Fig. 1: run 1, selected gate families
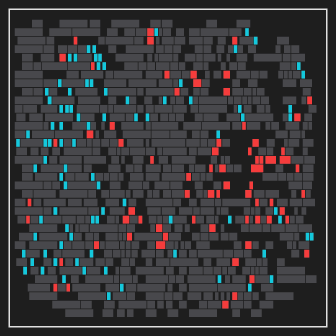
Fig. 2: run 1, register map, names as in the netlist
Other sequential cells in the stronger grey, the rest of the logic in the fainter grey.
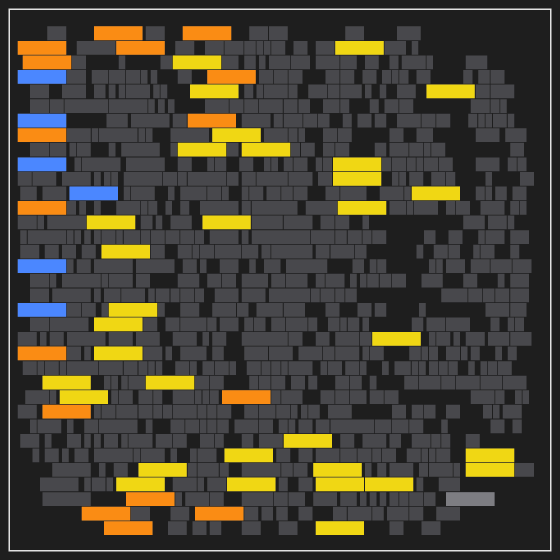
Fig. 3: run 1, clock routing
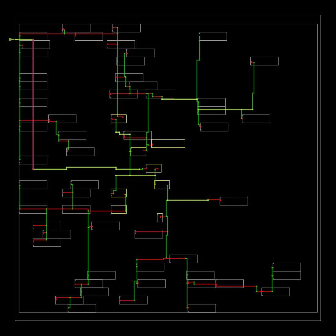
==> config.mk <==
export PLATFORM = sky130hd
export DESIGN_NAME = reg_scoreboard
export DESIGN_NICKNAME = d
export VERILOG_FILES = /design/src/rtl/reg_scoreboard.sv
export SDC_FILE = /design/constraint.sdc
export NUM_CORES = 1
export LEC_CHECK = 0
export CAP_MARGIN = 20
export CORE_UTILIZATION = 50
export DETAILED_ROUTE_END_ITERATION = 7
export HOLD_SLACK_MARGIN = 0.12
export PLACE_DENSITY = 0.76
export SYNTH_ARGS = -nofsm -noshare
export SYNTH_HDL_FRONTEND = slang
export SYNTH_SLANG_ARGS = --single-unit
==> constraint.sdc <==
create_clock -name clk -period 9.5 [get_ports clk]
set_clock_uncertainty 0.2 [all_clocks]
set_input_delay 2.375 -clock clk [delete_from_list [all_inputs] [get_ports clk]]
set_output_delay 2.375 -clock clk [all_outputs]
set_load 0.02 [all_outputs]
==> src/rtl/reg_scoreboard.sv <==
`default_nettype none
// ============================================================================
// Module      : reg_scoreboard
// Description : Register-reservation scoreboard sitting between decode and
//               execute. Each architectural register has a small pending-write
//               counter, so several writes to the same or different registers
//               may be in flight at once. Up to NUM_WB writebacks retire per
//               cycle. The block produces the RAW / WAW-saturation stall seen
//               by decode, optionally letting a same-cycle writeback unblock a
//               dependent reader.
//
// Ports       : clk               clock
//               rst               asynchronous active-high reset
//               issue_valid_i     decode presents an instruction
//               issue_rd_regno_i  destination / first-source register
//               issue_rs_regno_i  second-source register
//               issue_rd_read_i   instruction reads rd
//               issue_rs_read_i   instruction reads rs
//               issue_writes_i    instruction writes rd
//               stall_o           (comb) instruction must not issue
//               accept_o          (comb) issue_valid_i & !stall_o
//               wb_valid_i        per-port retire strobe
//               wb_regno_i        per-port retired register number
//               busy_o            (reg) bit r set when counter[r] != 0
//               outstanding_o     (reg) sum of all pending counters
//               err_o             (reg, sticky) counter underflow seen
//
// Revision    : 1.0 - initial release
// ============================================================================
module reg_scoreboard #(
  parameter int LEN_REGNO = 4,
  parameter int NUM_WB    = 1,
  parameter int CNT_W     = 2,
  parameter int BYPASS    = 1
) (
  input  logic                          clk,
  input  logic                          rst,
  input  logic                          issue_valid_i,
  input  logic [LEN_REGNO-1:0]          issue_rd_regno_i,
  input  logic [LEN_REGNO-1:0]          issue_rs_regno_i,
  input  logic                          issue_rd_read_i,
  input  logic                          issue_rs_read_i,
  input  logic                          issue_writes_i,
  output logic                          stall_o,
  output logic                          accept_o,
  input  logic [NUM_WB-1:0]             wb_valid_i,
  input  logic [NUM_WB*LEN_REGNO-1:0]   wb_regno_i,
  output logic [(2**LEN_REGNO)-1:0]     busy_o,
  output logic [LEN_REGNO+CNT_W-1:0]    outstanding_o,
  output logic                          err_o
);

  localparam int c_NUM_REGS = 2 ** LEN_REGNO;
  // Up to four retire ports can hit one register, so three bits hold the count.
  localparam int c_DEC_W    = 3;
  localparam int c_EXT_W    = (CNT_W > c_DEC_W) ? CNT_W : c_DEC_W;
  localparam int c_SUM_W    = LEN_REGNO + CNT_W;
  localparam logic [CNT_W-1:0] c_CNT_MAX = {CNT_W{1'b1}};

  // State
  logic [CNT_W-1:0]      r_cnt [c_NUM_REGS];
  logic [c_NUM_REGS-1:0] r_busy;
  logic [c_SUM_W-1:0]    r_outstanding;
  logic                  r_err;

  // Per-register combinational terms
  logic [c_DEC_W-1:0]    w_dec  [c_NUM_REGS];
  logic [c_NUM_REGS-1:0] w_under;
  logic [CNT_W-1:0]      w_post [c_NUM_REGS];
  logic [CNT_W-1:0]      w_pend [c_NUM_REGS];
  logic [CNT_W-1:0]      w_next [c_NUM_REGS];
  logic [c_NUM_REGS-1:0] w_busy_next;
  logic [c_SUM_W-1:0]    w_sum_next;

  logic                  w_raw;
  logic                  w_sat;
  logic                  w_stall;
  logic                  w_accept;

  // --------------------------------------------------------------------------
  // Retire decrement and post-retire counter value per register.
  // A retire exceeding the pending count clamps the counter at zero and is
  // flagged through w_under; it never borrows from neighbouring registers.
  // --------------------------------------------------------------------------
  always_comb begin
    for (int r = 0; r < c_NUM_REGS; r++) begin
      w_dec[r] = '0;
      for (int k = 0; k < NUM_WB; k++) begin
        if (wb_valid_i[k] && (wb_regno_i[k*LEN_REGNO +: LEN_REGNO] == LEN_REGNO'(r))) begin
          w_dec[r] = w_dec[r] + c_DEC_W'(1);
        end
      end
      w_under[r] = c_EXT_W'(w_dec[r]) > c_EXT_W'(r_cnt[r]);
      w_post[r]  = w_under[r] ? {CNT_W{1'b0}} : (r_cnt[r] - CNT_W'(w_dec[r]));
      // Without bypass a reader only sees the registered count, so a
      // retire releases it one cycle later.
      w_pend[r]  = (BYPASS != 0) ? w_post[r] : r_cnt[r];
    end
  end

  // --------------------------------------------------------------------------
  // Hazard detection. Saturation always looks at the post-retire count so a
  // write may take the slot a same-cycle retire is freeing, bypass or not.
  // --------------------------------------------------------------------------
  always_comb begin
    w_raw    = (issue_rd_read_i && (w_pend[issue_rd_regno_i] != {CNT_W{1'b0}})) ||
               (issue_rs_read_i && (w_pend[issue_rs_regno_i] != {CNT_W{1'b0}}));
    w_sat    = issue_writes_i && (w_post[issue_rd_regno_i] == c_CNT_MAX);
    w_stall  = issue_valid_i && (w_raw || w_sat);
    w_accept = issue_valid_i && !w_stall;
  end

  // --------------------------------------------------------------------------
  // Next counter values and the registered summary outputs derived from them.
  // An accepted write cannot overflow: saturation blocks it at c_CNT_MAX.
  // --------------------------------------------------------------------------
  always_comb begin
    w_sum_next = '0;
    for (int r = 0; r < c_NUM_REGS; r++) begin
      w_next[r]      = w_post[r] +
                       ((w_accept && issue_writes_i && (issue_rd_regno_i == LEN_REGNO'(r)))
                        ? CNT_W'(1) : {CNT_W{1'b0}});
      w_busy_next[r] = (w_next[r] != {CNT_W{1'b0}});
      w_sum_next     = w_sum_next + c_SUM_W'(w_next[r]);
    end
  end

  always_ff @(posedge clk or posedge rst) begin
    if (rst) begin
      for (int r = 0; r < c_NUM_REGS; r++) begin
        r_cnt[r] <= '0;
      end
      r_busy        <= '0;
      r_outstanding <= '0;
      r_err         <= 1'b0;
    end else begin
      for (int r = 0; r < c_NUM_REGS; r++) begin
        r_cnt[r] <= w_next[r];
      end
      r_busy        <= w_busy_next;
      r_outstanding <= w_sum_next;
      if (|w_under) begin
        r_err <= 1'b1;
      end
    end
  end

  assign stall_o       = w_stall;
  assign accept_o      = w_accept;
  assign busy_o        = r_busy;
  assign outstanding_o = r_outstanding;
  assign err_o         = r_err;

endmodule
`default_nettype wire

==> README.md, run 1 <==
| Metric | Reported | Unit |
|---|---|---|
| Status | completed | - |
| Area fraction in compound gates after synthesis | 10.2 | % |
| Yosys cell types | 50 | - |
| Top post-synthesis cells by count | sky130_fd_sc_hd__inv_1, sky130_fd_sc_hd__ha_1, sky130_fd_sc_hd__dfrtp_1 | - |
| Setup Slack @ Placement | -0.858 | ns |
| Buffers inserted during post-CTS setup optimization | 3 | - |
| Number of core rows | 35 | - |
| Tightest Hold Check Type | reg2reg | - |
| Area used by multi-input combinational logic | 3360 | um^2 |
| Number of placed instances, taps included | 828 | - |
| Count of input and output buffers | 43 | - |
| Horizontal die size | 101 | um |
| Peak ir drop on the vdd network | 0.000564 | V |
| Total detailed-routing wirelength | 15.8 | mm |
| Post-layout minimum cycle time | 9.40 | ns |
| WL/cell | 18.6 | um |
| Final hold slack | 0.300 | ns |
| Count of pins over their slew limit | 0 | - |
| Std-Cell Core Area | 9370 | um^2 |
| Clk sinks | 55 | - |
| Top-area cell type share of the netlist area | 28.1 | % |
| Synthesis Warnings | 0 | - |
| Measured slew at the worst slew-check pin | 0.737 | ns |
| Number of synthesized register bits | 55 | - |
| CP Data Arrival Time | 9.41 | ns |
| Worst setup path category | in2reg | - |
| Global-route congestion overflow total | 0 | - |
| Post-synth mux share | 6.40 | % |
| F_max | 0.106 | GHz |
| Total number of vias | 4718 | - |
| Most instantiated flip-flop cell in the synthesis netlist | sky130_fd_sc_hd__dfrtp_1 | - |
| Post-Route Setup TNS | 0 | ns |
| Clock network power share | 8.8 | % |
| Pin count of the biggest net entering global routing | 56 | - |
| Sw Pwr | 0.842 | mW |
| Final critical-path setup slack | 0.0980 | ns |
| Detailed-placement wirelength estimate | 12.5 | mm |
| DRC marker count from the first detailed-route iteration | 385 | - |
| Routed via count divided by cell count | 5.56 | - |
| Setup violators final | 0 | - |
| Dpl cell area | 6380 | um^2 |
| Most area-hungry cell type in the Yosys netlist | sky130_fd_sc_hd__dfrtp_1 | - |
| Tool warnings | 44 | - |
| Via count of the first global-routing pass | 4841 | - |
| Cell count listed in synth_stat.txt | 539 | - |
| CP endpoint kind | register | - |
| Antenna-violating nets left | 0 | - |
| Depth of the worst register-to-register path | 22 | - |
| Core Density at Floorplan | 52.2 | % |
| Net Count, Synth | 640 | - |
| Cell area after synthesis | 4890 | um^2 |
| First-pass GRT wire length | 24.6 | mm |
| Overall Global Routing Usage | 32.6 | % |
| Async set-or-reset flop fraction in the synthesized netlist | 100 | % |
| Maximum fanout along the worst path | 6 | - |
| Synth area leaders | sky130_fd_sc_hd__dfrtp_1, sky130_fd_sc_hd__ha_1, sky130_fd_sc_hd__fa_1, sky130_fd_sc_hd__inv_1, sky130_fd_sc_hd__mux2_2 | - |
| Fraction of final layout cells sized beyond drive strength 1 | 30.0 | % |
| Die height | 101 | um |
| Top-count cell post-synth | sky130_fd_sc_hd__inv_1 | - |
| Hold-fix buffer count after cts | 0 | - |
| TritonCTS clock tree | yes | - |
| Total power per unit cell area | 276 | nW/um^2 |
| CTS HTree Levels | 2 | - |
| Chip area estimate from yosys synthesis | 4890 | um^2 |
| DR DRC count | 0 | - |
| Clock transition at the register clock pins on the worst setup and hold paths after CTS | 0.11 | ns |
| Final design utilization | 72.6 | % |
| Diode count | 0 | - |
| Overall power after layout | 1.88 | mW |
| Setup crit start kind | input port | - |
| # IOs | 44 | - |
| Max clock buf depth | 2 | - |
| Sequential share of power | 18.7 | % |
| Routability congestion estimate | 0.996 | - |
| Max_cap viols | 0 | - |
| Sequential-to-total area share from yosys stat | 28.1 | % |
| Final Cell Area | 6800 | um^2 |
| Final hold violations | 0 | - |
| Relative area change from synthesis to final layout | 39.1 | % |
| Initial antenna violation count | 0 | - |
| Final critical-path share of the clock period | 99.0 | % |
| Yosys adder share | 25.0 | % |
| Hold Path Depth | 1 | - |
| Fillcell total | 720 | - |
| Number of enable-type register cells in the synthesized netlist | 0 | - |
| Area fraction in and, or, nand and nor cells after synthesis | 18.4 | % |
| Synth logic family | adder cells | - |
| Internal Power | 1.03 | mW |
| XOR/XNOR share of the synthesized area | 3.76 | % |
| Critical path required time | 9.50 | ns |
| Gate power share | 72.5 | % |
| Iteration count of the initial detailed-routing pass | 5 | - |
| Switching power as a share of total power | 44.9 | % |
| Total Nets Final | 819 | - |
| Setup repair after global routing missed its margin | true | - |
| Remaining max-slew budget at the tightest pin | 50.9 | % |
| Die Size | 10200 | um^2 |
| Gate count of the mapped netlist | 539 | - |
| P_leak | 3.43 | nW |
| Buffer type at the clock tree root | sky130_fd_sc_hd__clkbuf_8 | - |
| Post-Synthesis Mean Instance Area | 9.07 | um^2 |
| Cell resize tally after clock tree synthesis | 37 | - |
-- Fig. 1 (at the start) --
inv cells: shown in cyan, cells 87, most used inv_1, where widely spread. nand cells: shown in red, cells 69, most used nand2_1.
most numerous logic cell after layout: sky130_fd_sc_hd__buf_4
non-filler instance count after layout: 848

-- Fig. 2 (at the start) --
`r_cnt`: shown in yellow, placed flops 32. `outstanding_o`: shown in blue, placed flops 6. `busy_o`: shown in orange, placed flops 16.
Another 1 sequential cells are not coloured.
Seq power: 0.351 mW
Seq area share: 20.2%
Register Area: 1380 um^2

-- Fig. 3 (at the start) --
clock buffer count: 6
Clk Latency, worst-skew pair: 0.30 ns
number of clock buffers inserted by TritonCTS: 5
count of flip-flops and latches: 55
Power Clock: 0.166 mW

run 1: metal layers:
layer  up-vias  GRT usage (%)  wire, um
met4         0           15.9       782
met5         -              0         0
met2       239           53.9      7540
met3        57           5.69      1230
met1      2245           41.3      6240
li1       2177              -         -
run 1: cells in the final DEF (no fill, tap or decap), drive strengths merged, types with 3 or more instances in the layout:
cell type | Yosys | final
a21o | 3 | 3
a21oi | 4 | 4
a31oi | 5 | 5
buf | 6 | 139
clkbuf | 5 | 10
clkdlybuf4s50 | 0 | 38
dfrtp | 55 | 55
fa | 25 | 25
ha | 57 | 57
inv | 87 | 87
mux2 | 16 | 16
mux2i | 11 | 11
nand2 | 28 | 28
nand2b | 14 | 14
nand3 | 20 | 20
nand4 | 5 | 5
nor2 | 45 | 45
nor2b | 5 | 5
nor3 | 22 | 22
nor4 | 18 | 18
o2111ai | 3 | 3
o211ai | 19 | 19
o21ai | 31 | 31
or2 | 8 | 8
xnor2 | 3 | 3
xor2 | 18 | 18
run 1: power by group through the flow:
stage          Combinational [mW]  Sequential, mW  Clock [mW]
5_1_grt                      1.48           0.356       0.177
3_5_place_dp                 1.28           0.353           0
2_1_floorplan               0.690           0.384           0
3_3_place_gp                 1.17           0.350           0
4_1_cts                      1.32           0.349       0.169
6_report                     1.36           0.351       0.166
run 1: state kept, by name (all words and copies together), names as in the netlist:
register,flops
busy_o,16
err_o,1
r_cnt,32
outstanding_o,6
run 1: worst max-delay path, cell delays in order:
cell and delay, ns:
sky130_fd_sc_hd__dlygate4sd2_1 0.24, sky130_fd_sc_hd__nand2_1 0.10, sky130_fd_sc_hd__nor2_4 0.14, sky130_fd_sc_hd__nand3_1 0.19
sky130_fd_sc_hd__inv_1 0.12, sky130_fd_sc_hd__ha_1 0.24, sky130_fd_sc_hd__buf_4 0.15, sky130_fd_sc_hd__nor2_1 0.18
sky130_fd_sc_hd__a211oi_1 0.14, sky130_fd_sc_hd__or4_1 0.55, sky130_fd_sc_hd__nor3_2 0.28, sky130_fd_sc_hd__maj3_2 0.40
sky130_fd_sc_hd__nor4_1 0.11, sky130_fd_sc_hd__ha_1 0.20, sky130_fd_sc_hd__xor2_1 0.38, sky130_fd_sc_hd__fa_1 0.52
sky130_fd_sc_hd__inv_1 0.11, sky130_fd_sc_hd__fa_1 0.45, sky130_fd_sc_hd__fa_1 0.59, sky130_fd_sc_hd__fa_1 0.45
sky130_fd_sc_hd__fa_1 0.51, sky130_fd_sc_hd__inv_1 0.05, sky130_fd_sc_hd__ha_2 0.20, sky130_fd_sc_hd__fa_2 0.36
sky130_fd_sc_hd__a21o_1 0.19, sky130_fd_sc_hd__a21o_1 0.17
run 1: final timing paths:
check	startpoint	endpoint	slack [ns]
setup reg to reg	r_cnt[2]	outstanding_o[5]	2.42
hold / removal	err_o	err_o	0.30
max in group asynchronous	rst	r_cnt[16]	6.23
hold reg to reg	err_o	err_o	0.30
setup / recovery	wb_valid_i	outstanding_o[5]	0.1
min in group asynchronous	rst	busy_o[13]	2.39
run 1: layout make-up:
class	count	share of cell area, %
inverter	87	4.80
clock inverter	2	0.515
timing repair buffer	182	21.4
sequential	55	20.2
multi-input combinational	387	49.4
tap	129	2.37
clock buffer	6	1.21
--- run 2 (diff from run 1) ---
CORE_UTILIZATION = 55   (was 50)
PLACE_DENSITY = 0.82   (was 0.76)
Fig. 4: run 2, register map, names as in the netlist
Other sequential cells in the stronger grey, the rest of the logic in the fainter grey.
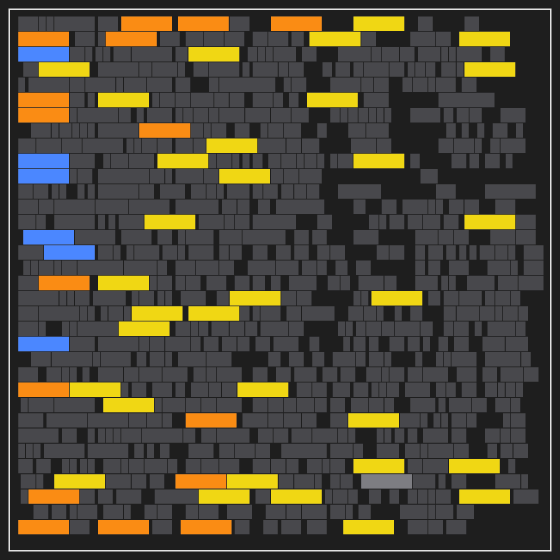
`r_cnt`: shown in yellow, placed flops 32, where widely spread. `outstanding_o`: shown in blue, placed flops 6. `busy_o`: shown in orange, placed flops 16.
Another 1 sequential cells are not coloured.
Seq area share: 19.9%
final design utilization: 79.8%

==> README.md, run 2 <==
| Metric | Reported | Unit |
|---|---|---|
| Critical path required time | 9.52 | ns |
| CTS HTree Levels | 2 | - |
| Max clock buf depth | 2 | - |
| Top cell family by delay on the critical path | adder cells | - |
| Status | completed | - |
| Critical path's most frequent cell | sky130_fd_sc_hd__fa_1 | - |
| Diode count | 0 | - |
| Routed via count divided by cell count | 6.08 | - |
| Total Nets Final | 826 | - |
| Overall Global Routing Usage | 38.0 | % |
| Post-synth mux share | 6.40 | % |
| Gate count of the mapped netlist | 539 | - |
| Max_cap viols | 0 | - |
| Largest register FFs | 32 | - |
| Overall power after layout | 1.93 | mW |
| Cell area after synthesis | 4890 | um^2 |
| Worst setup path category | in2reg | - |
| Register bank with the most flops | r_cnt | - |
| DRC marker count from the first detailed-route iteration | 488 | - |
| Largest incremental delay on the critical path | 0.61 | ns |
| DR DRC count | 0 | - |
| Maximum fanout along the worst path | 4 | - |
| Routability congestion estimate | 0.986 | - |
| Sequential-to-total area share from yosys stat | 28.1 | % |
| Buffer type at the clock tree root | sky130_fd_sc_hd__clkbuf_8 | - |
| F_max | 0.105 | GHz |
| TritonCTS clock tree | yes | - |
| Via count of the first global-routing pass | 4888 | - |
| Iteration count of the initial detailed-routing pass | 5 | - |
| WL/cell | 21.9 | um |
| Count of pins over their slew limit | 0 | - |
| Count of input and output buffers | 43 | - |
| Fillcell total | 556 | - |
| Number of enable-type register cells in the synthesized netlist | 0 | - |
| Fraction of final layout cells sized beyond drive strength 1 | 33.9 | % |
| Cell count listed in synth_stat.txt | 539 | - |
| Post-layout minimum cycle time | 9.50 | ns |
| CP endpoint kind | register | - |
| Top-count cell post-synth | sky130_fd_sc_hd__inv_1 | - |
| Number of synthesized register bits | 55 | - |
| Antenna-violating nets left | 0 | - |
| Peak ir drop on the vdd network | 0.000877 | V |
| Final Cell Area | 6920 | um^2 |
| Worst reg2reg path startpoint | r_cnt[2] | - |
| Relative area change from synthesis to final layout | 41.5 | % |
| Register Area | 1380 | um^2 |
| Total power per unit cell area | 279 | nW/um^2 |
| Register-to-register setup slack | 2.15 | ns |
| CP Data Arrival Time | 9.52 | ns |
| Final critical-path share of the clock period | 100 | % |
| Cell at the slowest stage of the critical path | sky130_fd_sc_hd__fa_1 | - |
| Worst Hold End | err_o | - |
| Number of clock buffers inserted by TritonCTS | 5 | - |
| Top-area cell type share of the netlist area | 28.1 | % |
| Depth of the worst register-to-register path | 24 | - |
| Post-Synthesis Mean Instance Area | 9.07 | um^2 |
| First-pass GRT wire length | 25.3 | mm |
| Total detailed-routing wirelength | 18.3 | mm |
| Total number of vias | 5070 | - |
| XOR/XNOR share of the synthesized area | 3.76 | % |
| Die Size | 9270 | um^2 |
| Area used by multi-input combinational logic | 3470 | um^2 |
| Hold path start | err_o | - |
| Async set-or-reset flop fraction in the synthesized netlist | 100 | % |
| Dpl cell area | 6400 | um^2 |
| Setup violators final | 0 | - |
| Area fraction in compound gates after synthesis | 10.2 | % |
| Most instantiated flip-flop cell in the synthesis netlist | sky130_fd_sc_hd__dfrtp_1 | - |
| P_leak | 3.46 | nW |
| Final hold violations | 0 | - |
| Number of core rows | 34 | - |
| Chip area estimate from yosys synthesis | 4890 | um^2 |
| Setup crit start kind | input port | - |
| Horizontal die size | 96.3 | um |
| Hold Path Depth | 1 | - |
| Most area-hungry cell type in the Yosys netlist | sky130_fd_sc_hd__dfrtp_1 | - |
| Post-Route Setup TNS | 0 | ns |
| Area fraction in and, or, nand and nor cells after synthesis | 18.4 | % |
| Tightest Hold Check Type | reg2reg | - |
| Die height | 96.3 | um |
| Top post-synthesis cells by count | sky130_fd_sc_hd__inv_1, sky130_fd_sc_hd__ha_1, sky130_fd_sc_hd__dfrtp_1 | - |
| # IOs | 44 | - |
| Std-Cell Core Area | 8680 | um^2 |
| Clock transition at the register clock pins on the worst setup and hold paths after CTS | 0.12 | ns |
| Remaining max-slew budget at the tightest pin | 48.5 | % |
| Buffer-and-inverter tally for the worst setup path | 7 | - |
| Net Count, Synth | 640 | - |
| Final hold slack | 0.292 | ns |
| Pin count of the biggest net entering global routing | 56 | - |
| Initial antenna violation count | 1 | - |
| Yosys adder share | 25.0 | % |
| Most numerous logic cells after layout | sky130_fd_sc_hd__buf_4, sky130_fd_sc_hd__inv_1, sky130_fd_sc_hd__dfrtp_1 | - |
| Synth area leaders | sky130_fd_sc_hd__dfrtp_1, sky130_fd_sc_hd__ha_1, sky130_fd_sc_hd__fa_1, sky130_fd_sc_hd__inv_1, sky130_fd_sc_hd__mux2_2 | - |
| Measured slew at the worst slew-check pin | 0.772 | ns |
| Global-route congestion overflow total | 0 | - |
| Most numerous logic cell after layout | sky130_fd_sc_hd__buf_4 | - |
| Synth logic family | adder cells | - |
| Detailed-placement wirelength estimate | 13.0 | mm |
| Synthesis Warnings | 0 | - |
| Capture instance of the worst register-to-register path | outstanding_o[5] | - |
| Yosys cell types | 50 | - |
| Core Density at Floorplan | 56.4 | % |
| Tool warnings | 43 | - |
Fig. 5: run 2, clock routing
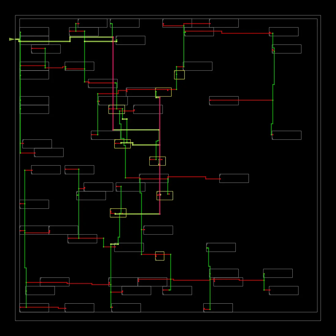
Clk Latency, worst-skew pair: 0.33 ns
clk sinks: 55
Power Clock: 0.153 mW

run 2: through the flow:
stage,instances,worst slack (ns),util (%)
global placement,814,-0.954,73.8
CTS,827,0.00185,77.2
detailed placement,814,-1.18,73.8
floorplan,539,0.337,-
finish,834,0.00184,79.8
global route,834,-0.125,79.8
run 2: final cells by class:
type                    instances  share of cell area (%)
multi-input cells             387                    50.1
clock buffers                   6                    1.19
flip-flops and latches         55                    19.9
clock inverters                 2                   0.235
well taps                     108                    1.95
repair buffers                189                    21.9
inverters                      87                    4.72
run 2: worst max path at each step:
stage,startpoint,to,slack (ns),cells past startpoint
6_report,wb_regno_i[2],outstanding_o[5],0.002,28
5_1_grt,wb_regno_i[2],outstanding_o[4],-0.13,30
4_1_cts,wb_valid_i,outstanding_o[5],0.002,29
3_5_place_dp,wb_regno_i[1],outstanding_o[5],-1.18,29
3_3_place_gp,wb_regno_i[1],outstanding_o[5],-0.95,29
2_1_floorplan,wb_regno_i[3],outstanding_o[5],0.34,27
run 2: metal layers:
metal / GRT usage [%] / part of all wire [%] / vias up
met3: 7.50 / 11 / 104
met1: 47.9 / 35 / 2418
met5: 0 / 0 / -
met2: 63.5 / 48 / 356
met4: 16.2 / 5.9 / 0
li1: - / - / 2192
run 2: cell families (layout without fill, tap and decap cells):
family          Yosys count  in the layout
simple gates            177            177
mux                      28             28
flops                    55             55
fa+ha+maj                83             84
buf+inv                  98            284
xor+xnor                 21             21
compound gates           77             77
run 2: repair_timing:
item / 4_1_cts / 5_1_grt
hold buffers: 0 / 0
endpoints found under the setup margin: 5 / 4
gates cloned: 1 / 0
setup buffers: 4 / 7
gates resized: 40 / 58
hold endpoints to repair: 0 / 0
pin swaps: 12 / 43
run 2: power by group:
| part | total [mW] | internal [mW] | switching (mW) |
|---|---|---|---|
| clock network | 0.153 | 0.0600 | 0.0925 |
| registers | 0.351 | 0.306 | 0.0446 |
| logic | 1.43 | 0.667 | 0.764 |
| total | 1.93 | 1.03 | 0.901 |
Power and IR drop assume default switching activity.
